**config.mk**
```make
export PLATFORM = sky130hd
export DESIGN_NAME = dac_spi_master
export DESIGN_NICKNAME = d
export VERILOG_FILES = /design/src/rtl/dac_spi_pkg.sv /design/src/rtl/dac_spi_tick_gen.sv /design/src/rtl/dac_spi_master.sv
export SDC_FILE = /design/constraint.sdc
export NUM_CORES = 1
export LEC_CHECK = 0
export CAP_MARGIN = 10
export CORE_ASPECT_RATIO = 0.6
export CORE_UTILIZATION = 34
export DETAILED_ROUTE_END_ITERATION = 8
export PLACE_DENSITY = 0.59
export SYNTH_ARGS = -nofsm -noshare
export SYNTH_HDL_FRONTEND = slang
export SYNTH_HIERARCHICAL = 1
export SYNTH_SLANG_ARGS = --single-unit
```
**constraint.sdc**
```tcl
create_clock -name clk12MHz -period 1.9 [get_ports clk12MHz]
set_input_delay 0.38 -clock clk12MHz [delete_from_list [all_inputs] [get_ports clk12MHz]]
set_output_delay 0.38 -clock clk12MHz [all_outputs]
set_load 0.05 [all_outputs]
```
**src/rtl/dac_spi_pkg.sv**
```systemverilog
// Shared encodings and helpers for the DAC SPI write master.
package dac_spi_pkg;

  typedef logic [2:0] state_t;

  localparam state_t StIdle  = 3'd0;
  localparam state_t StSetup = 3'd1;
  localparam state_t StShift = 3'd2;
  localparam state_t StHold  = 3'd3;
  localparam state_t StGap   = 3'd4;
  localparam state_t StLdac  = 3'd5;

  // SPI mode 3: SCK idles high, data launched on falling edge, sampled on rising edge.
  localparam logic SpiCpol = 1'b1;
  localparam logic SpiCpha = 1'b1;
  // SCK level held just before a launch edge
  localparam logic SckLaunchLvl = SpiCpol ~^ SpiCpha;

  function automatic int unsigned frame_w(input int unsigned prefix_w, input int unsigned data_w);
    return prefix_w + data_w;
  endfunction

endpackage

```
**src/rtl/dac_spi_tick_gen.sv**
```systemverilog
// SCK half-period divider: counts 0..CLK_DIV-1 and ticks on the last count.
module dac_spi_tick_gen #(
  parameter int unsigned CLK_DIV = 6
) (
  input  logic i_clk,
  input  logic i_rst,
  input  logic i_clear,
  output logic o_tick,
  output logic o_tick_next
);

  localparam int unsigned DivW = $clog2(CLK_DIV) + 1;
  localparam logic [DivW-1:0] DivMax = DivW'(CLK_DIV - 1);

  logic [DivW-1:0] r_cnt;
  logic [DivW-1:0] w_cnt_d;

  always_comb begin
    w_cnt_d = r_cnt + DivW'(1);
    if (i_clear || (r_cnt == DivMax)) begin
      w_cnt_d = '0;
    end
  end

  always_ff @(posedge i_clk) begin
    if (i_rst) begin
      r_cnt <= '0;
    end else begin
      r_cnt <= w_cnt_d;
    end
  end

  assign o_tick      = (r_cnt == DivMax);
  assign o_tick_next = (w_cnt_d == DivMax);

endmodule

```
**src/rtl/dac_spi_master.sv**
```systemverilog
// SPI (mode 3) write master for serial DACs: {prefix, data} frames, MSB first, CS framed.
// Optional LDAC strobe after each frame when DAC_SPI_LDAC_EN is defined.
module dac_spi_master
  import dac_spi_pkg::*;
#(
  parameter int unsigned DATA_W   = 12,
  parameter int unsigned PREFIX_W = 4,
  parameter int unsigned CLK_DIV  = 6,
  parameter int unsigned CS_GAP   = 2
) (
  input  logic                clk12MHz,
  input  logic                rst,
  input  logic                in_valid,
  output logic                in_ready,
  input  logic [PREFIX_W-1:0] in_prefix,
  input  logic [DATA_W-1:0]   in_data,
  output logic                sdo,
  output logic                cs,
  output logic                sck,
  output logic                busy,
  output logic                done
`ifdef DAC_SPI_LDAC_EN
  ,
  output logic                ldac_n
`endif
);

  localparam int unsigned FrameW = frame_w(PREFIX_W, DATA_W);
  localparam int unsigned BitW   = $clog2(FrameW);
  localparam int unsigned GapW   = $clog2(CS_GAP) + 1;
  localparam logic [BitW-1:0] BitMax  = BitW'(FrameW - 1);
  localparam logic [GapW-1:0] GapLast = GapW'(CS_GAP - 1);
`ifdef DAC_SPI_LDAC_EN
  localparam state_t          WaitSt  = StLdac;
  localparam logic [GapW-1:0] WaitCnt = GapW'(1);
`else
  localparam state_t          WaitSt  = StGap;
  localparam logic [GapW-1:0] WaitCnt = GapLast;
`endif

  state_t            r_state, w_state_d;
  logic [FrameW-1:0] r_shift, w_shift_d;
  logic [BitW-1:0]   r_bit_cnt, w_bit_cnt_d;
  logic [GapW-1:0]   r_gap_cnt, w_gap_cnt_d;
  logic              r_cs, w_cs_d;
  logic              r_sck, w_sck_d;
  logic              r_sdo, w_sdo_d;
  logic              r_ready, w_ready_d;
  logic              r_busy, w_busy_d;
  logic              r_done, w_done_d;
`ifdef DAC_SPI_LDAC_EN
  logic              r_ldac_n, w_ldac_n_d;
`endif

  logic w_tick;
  logic w_tick_next;
  logic w_accept;

  assign w_accept = in_valid && r_ready;

  dac_spi_tick_gen #(
    .CLK_DIV (CLK_DIV)
  ) u_tick_gen (
    .i_clk       (clk12MHz),
    .i_rst       (rst),
    .i_clear     (r_state == StIdle),
    .o_tick      (w_tick),
    .o_tick_next (w_tick_next)
  );

  always_ff @(posedge clk12MHz) begin
    if (rst) begin
      r_state   <= StIdle;
      r_shift   <= '0;
      r_bit_cnt <= '0;
      r_gap_cnt <= '0;
      r_cs      <= 1'b1;
      r_sck     <= SpiCpol;
      r_sdo     <= 1'b0;
      r_ready   <= 1'b1;
      r_busy    <= 1'b0;
      r_done    <= 1'b0;
`ifdef DAC_SPI_LDAC_EN
      r_ldac_n  <= 1'b1;
`endif
    end else begin
      r_state   <= w_state_d;
      r_shift   <= w_shift_d;
      r_bit_cnt <= w_bit_cnt_d;
      r_gap_cnt <= w_gap_cnt_d;
      r_cs      <= w_cs_d;
      r_sck     <= w_sck_d;
      r_sdo     <= w_sdo_d;
      r_ready   <= w_ready_d;
      r_busy    <= w_busy_d;
      r_done    <= w_done_d;
`ifdef DAC_SPI_LDAC_EN
      r_ldac_n  <= w_ldac_n_d;
`endif
    end
  end

  always_comb begin
    w_state_d = r_state;
    unique case (r_state)
      StIdle:  if (w_accept) w_state_d = StSetup;
      StSetup: if (w_tick) w_state_d = StShift;
      StShift: begin
        if (w_tick && (r_sck != SckLaunchLvl) && (r_bit_cnt == '0)) w_state_d = StHold;
      end
      StHold:  if (w_tick) w_state_d = StGap;
      StGap: begin
        if (w_tick && (r_gap_cnt == GapLast)) begin
`ifdef DAC_SPI_LDAC_EN
          w_state_d = StLdac;
`else
          w_state_d = w_accept ? StSetup : StIdle;
`endif
        end
      end
`ifdef DAC_SPI_LDAC_EN
      StLdac: begin
        if (w_tick && (r_gap_cnt == GapW'(1))) w_state_d = w_accept ? StSetup : StIdle;
      end
`endif
      default: w_state_d = StIdle;
    endcase
  end

  always_comb begin
    w_shift_d   = r_shift;
    w_bit_cnt_d = r_bit_cnt;
    w_gap_cnt_d = r_gap_cnt;
    w_cs_d      = r_cs;
    w_sck_d     = r_sck;
    w_sdo_d     = r_sdo;
    w_ready_d   = r_ready;
    w_busy_d    = r_busy;
    w_done_d    = 1'b0;
`ifdef DAC_SPI_LDAC_EN
    w_ldac_n_d  = r_ldac_n;
`endif
    unique case (r_state)
      StShift: begin
        if (w_tick) begin
          w_sck_d = ~r_sck;
          if (r_sck == SckLaunchLvl) begin
            w_sdo_d   = r_shift[FrameW-1];
            w_shift_d = {r_shift[FrameW-2:0], 1'b0};
          end else if (r_bit_cnt != '0) begin
            w_bit_cnt_d = r_bit_cnt - BitW'(1);
          end
        end
      end
      StHold: begin
        if (w_tick) begin
          w_cs_d      = 1'b1;
          w_done_d    = 1'b1;
          w_sdo_d     = 1'b0;
          w_gap_cnt_d = '0;
        end
      end
      StGap: begin
        if (w_tick) begin
          w_gap_cnt_d = r_gap_cnt + GapW'(1);
`ifdef DAC_SPI_LDAC_EN
          if (r_gap_cnt == GapLast) begin
            w_gap_cnt_d = '0;
            w_ldac_n_d  = 1'b0;
          end
`endif
        end
      end
`ifdef DAC_SPI_LDAC_EN
      StLdac: begin
        if (w_tick) begin
          w_gap_cnt_d = r_gap_cnt + GapW'(1);
          if (r_gap_cnt == GapW'(1)) w_ldac_n_d = 1'b1;
        end
      end
`endif
      default: ;
    endcase

    // Ready rises during the last wait cycle so a held in_valid is taken on the frame-ending edge.
    if ((w_state_d == StIdle) ||
        ((w_state_d == WaitSt) && (w_gap_cnt_d == WaitCnt) && w_tick_next)) begin
      w_ready_d = 1'b1;
    end
    if (w_state_d == StIdle) w_busy_d = 1'b0;

    if (w_accept) begin
      w_shift_d   = {in_prefix, in_data};
      w_bit_cnt_d = BitMax;
      w_ready_d   = 1'b0;
      w_busy_d    = 1'b1;
      w_cs_d      = 1'b0;
      w_sck_d     = SpiCpol;
    end
  end

  assign in_ready = r_ready;
  assign sdo      = r_sdo;
  assign cs       = r_cs;
  assign sck      = r_sck;
  assign busy     = r_busy;
  assign done     = r_done;
`ifdef DAC_SPI_LDAC_EN
  assign ldac_n   = r_ldac_n;
`endif

endmodule

```
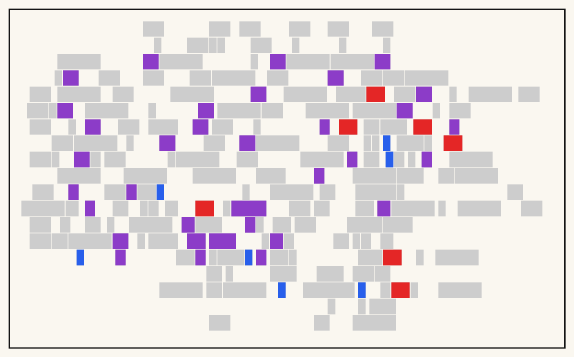
logic_types.png
Scale: 6 px per um.
Key: blue = inverters [cells 7]; purple = inverting AOI/OAI gates [cells 34]; red = XOR/XNOR gates [cells 7]
Comb area share: 0.434
post-route insts no fill: 269
dominant logic cell type in the layout: dfxtp_1

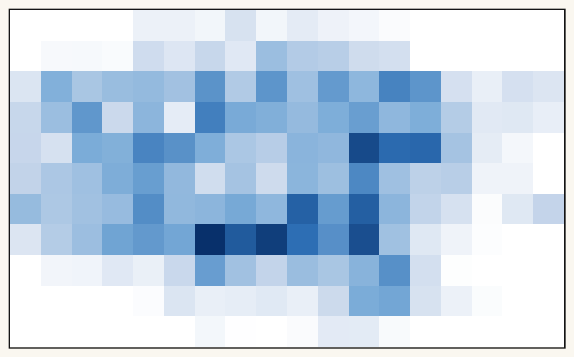
metal_density.png
Scale: 6 px per um. 18 x 11 tiles, from white (low) to dark blue (high), scaled to the fullest tile. Values are wire area over tile area, all layers added.
The mean over all tiles is 0.099. The fullest tile reaches 0.38. The emptiest ninth of the die: bottom right. The densest ninth of the die: middle.

==> out/results.txt <==
global-route wire length before repair = 5.58 mm
biggest regs = r_shift: 16 flops, r_bit_cnt: 4 flops, u_tick_gen/r_cnt: 4 flops
clock sinks = 35
Routed Antenna Nets = 0
GR peak layer = met1
outcome = finished, final reports clean
Top cell area share = 0.421
Pwr Total = 1.53 mW
number of stages on the worst hold path = 1
most flop-heavy register = r_shift
final wirelength = 3.24 mm
CTS root buf = clkbuf_8
worst vdd ir = 0.310 mV
worst path bufs/invs = 1
comb area leader = simple AND/OR/NAND/NOR gates
met1 Usage GRT = 0.212
area leader, netlist = dfxtp_1
Comb power = 198 uW
Slew Limit Fails = 0
MaxCap Viol Count = 0
Final Hold Viols = 0
Buffers excl. clock = 31
Largest register FFs = 16
Mapped Cells = 178
FF/Latch Area = 704 um^2
FFs & Latches = 35
register share of total power = 0.531
uppermost layer routed = met4
CORE AREA = 4640 um^2
CP Capture Type = flip-flop
vias in the first global route = 1,211
hold_sp = u_tick_gen/r_cnt[0]$_SDFF_PP0_
Syn Area/Cell = 9.36 um^2
share of post-route cells with drive strength above 1 = 0.141
mux share = 0.0902
pwr dens = 735 nW/um^2
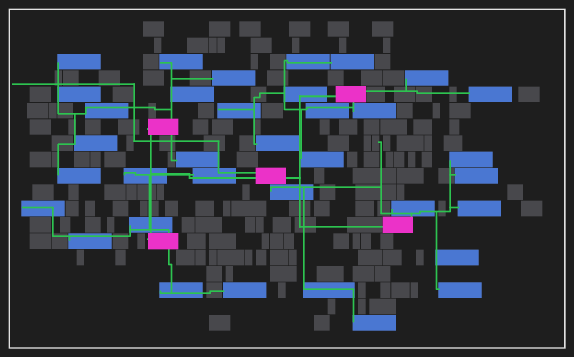
clk_routes.png
Scale: 6 px per um.
Key: green = clock wires [length 467 um]; magenta = clock drivers [count 5]; blue = flip-flops [count 35]
Position of the flops: all over the die.
clock power share: 0.339
Worst Skew: 0.00781 ns

Power is estimated from default activity; no workload was simulated.
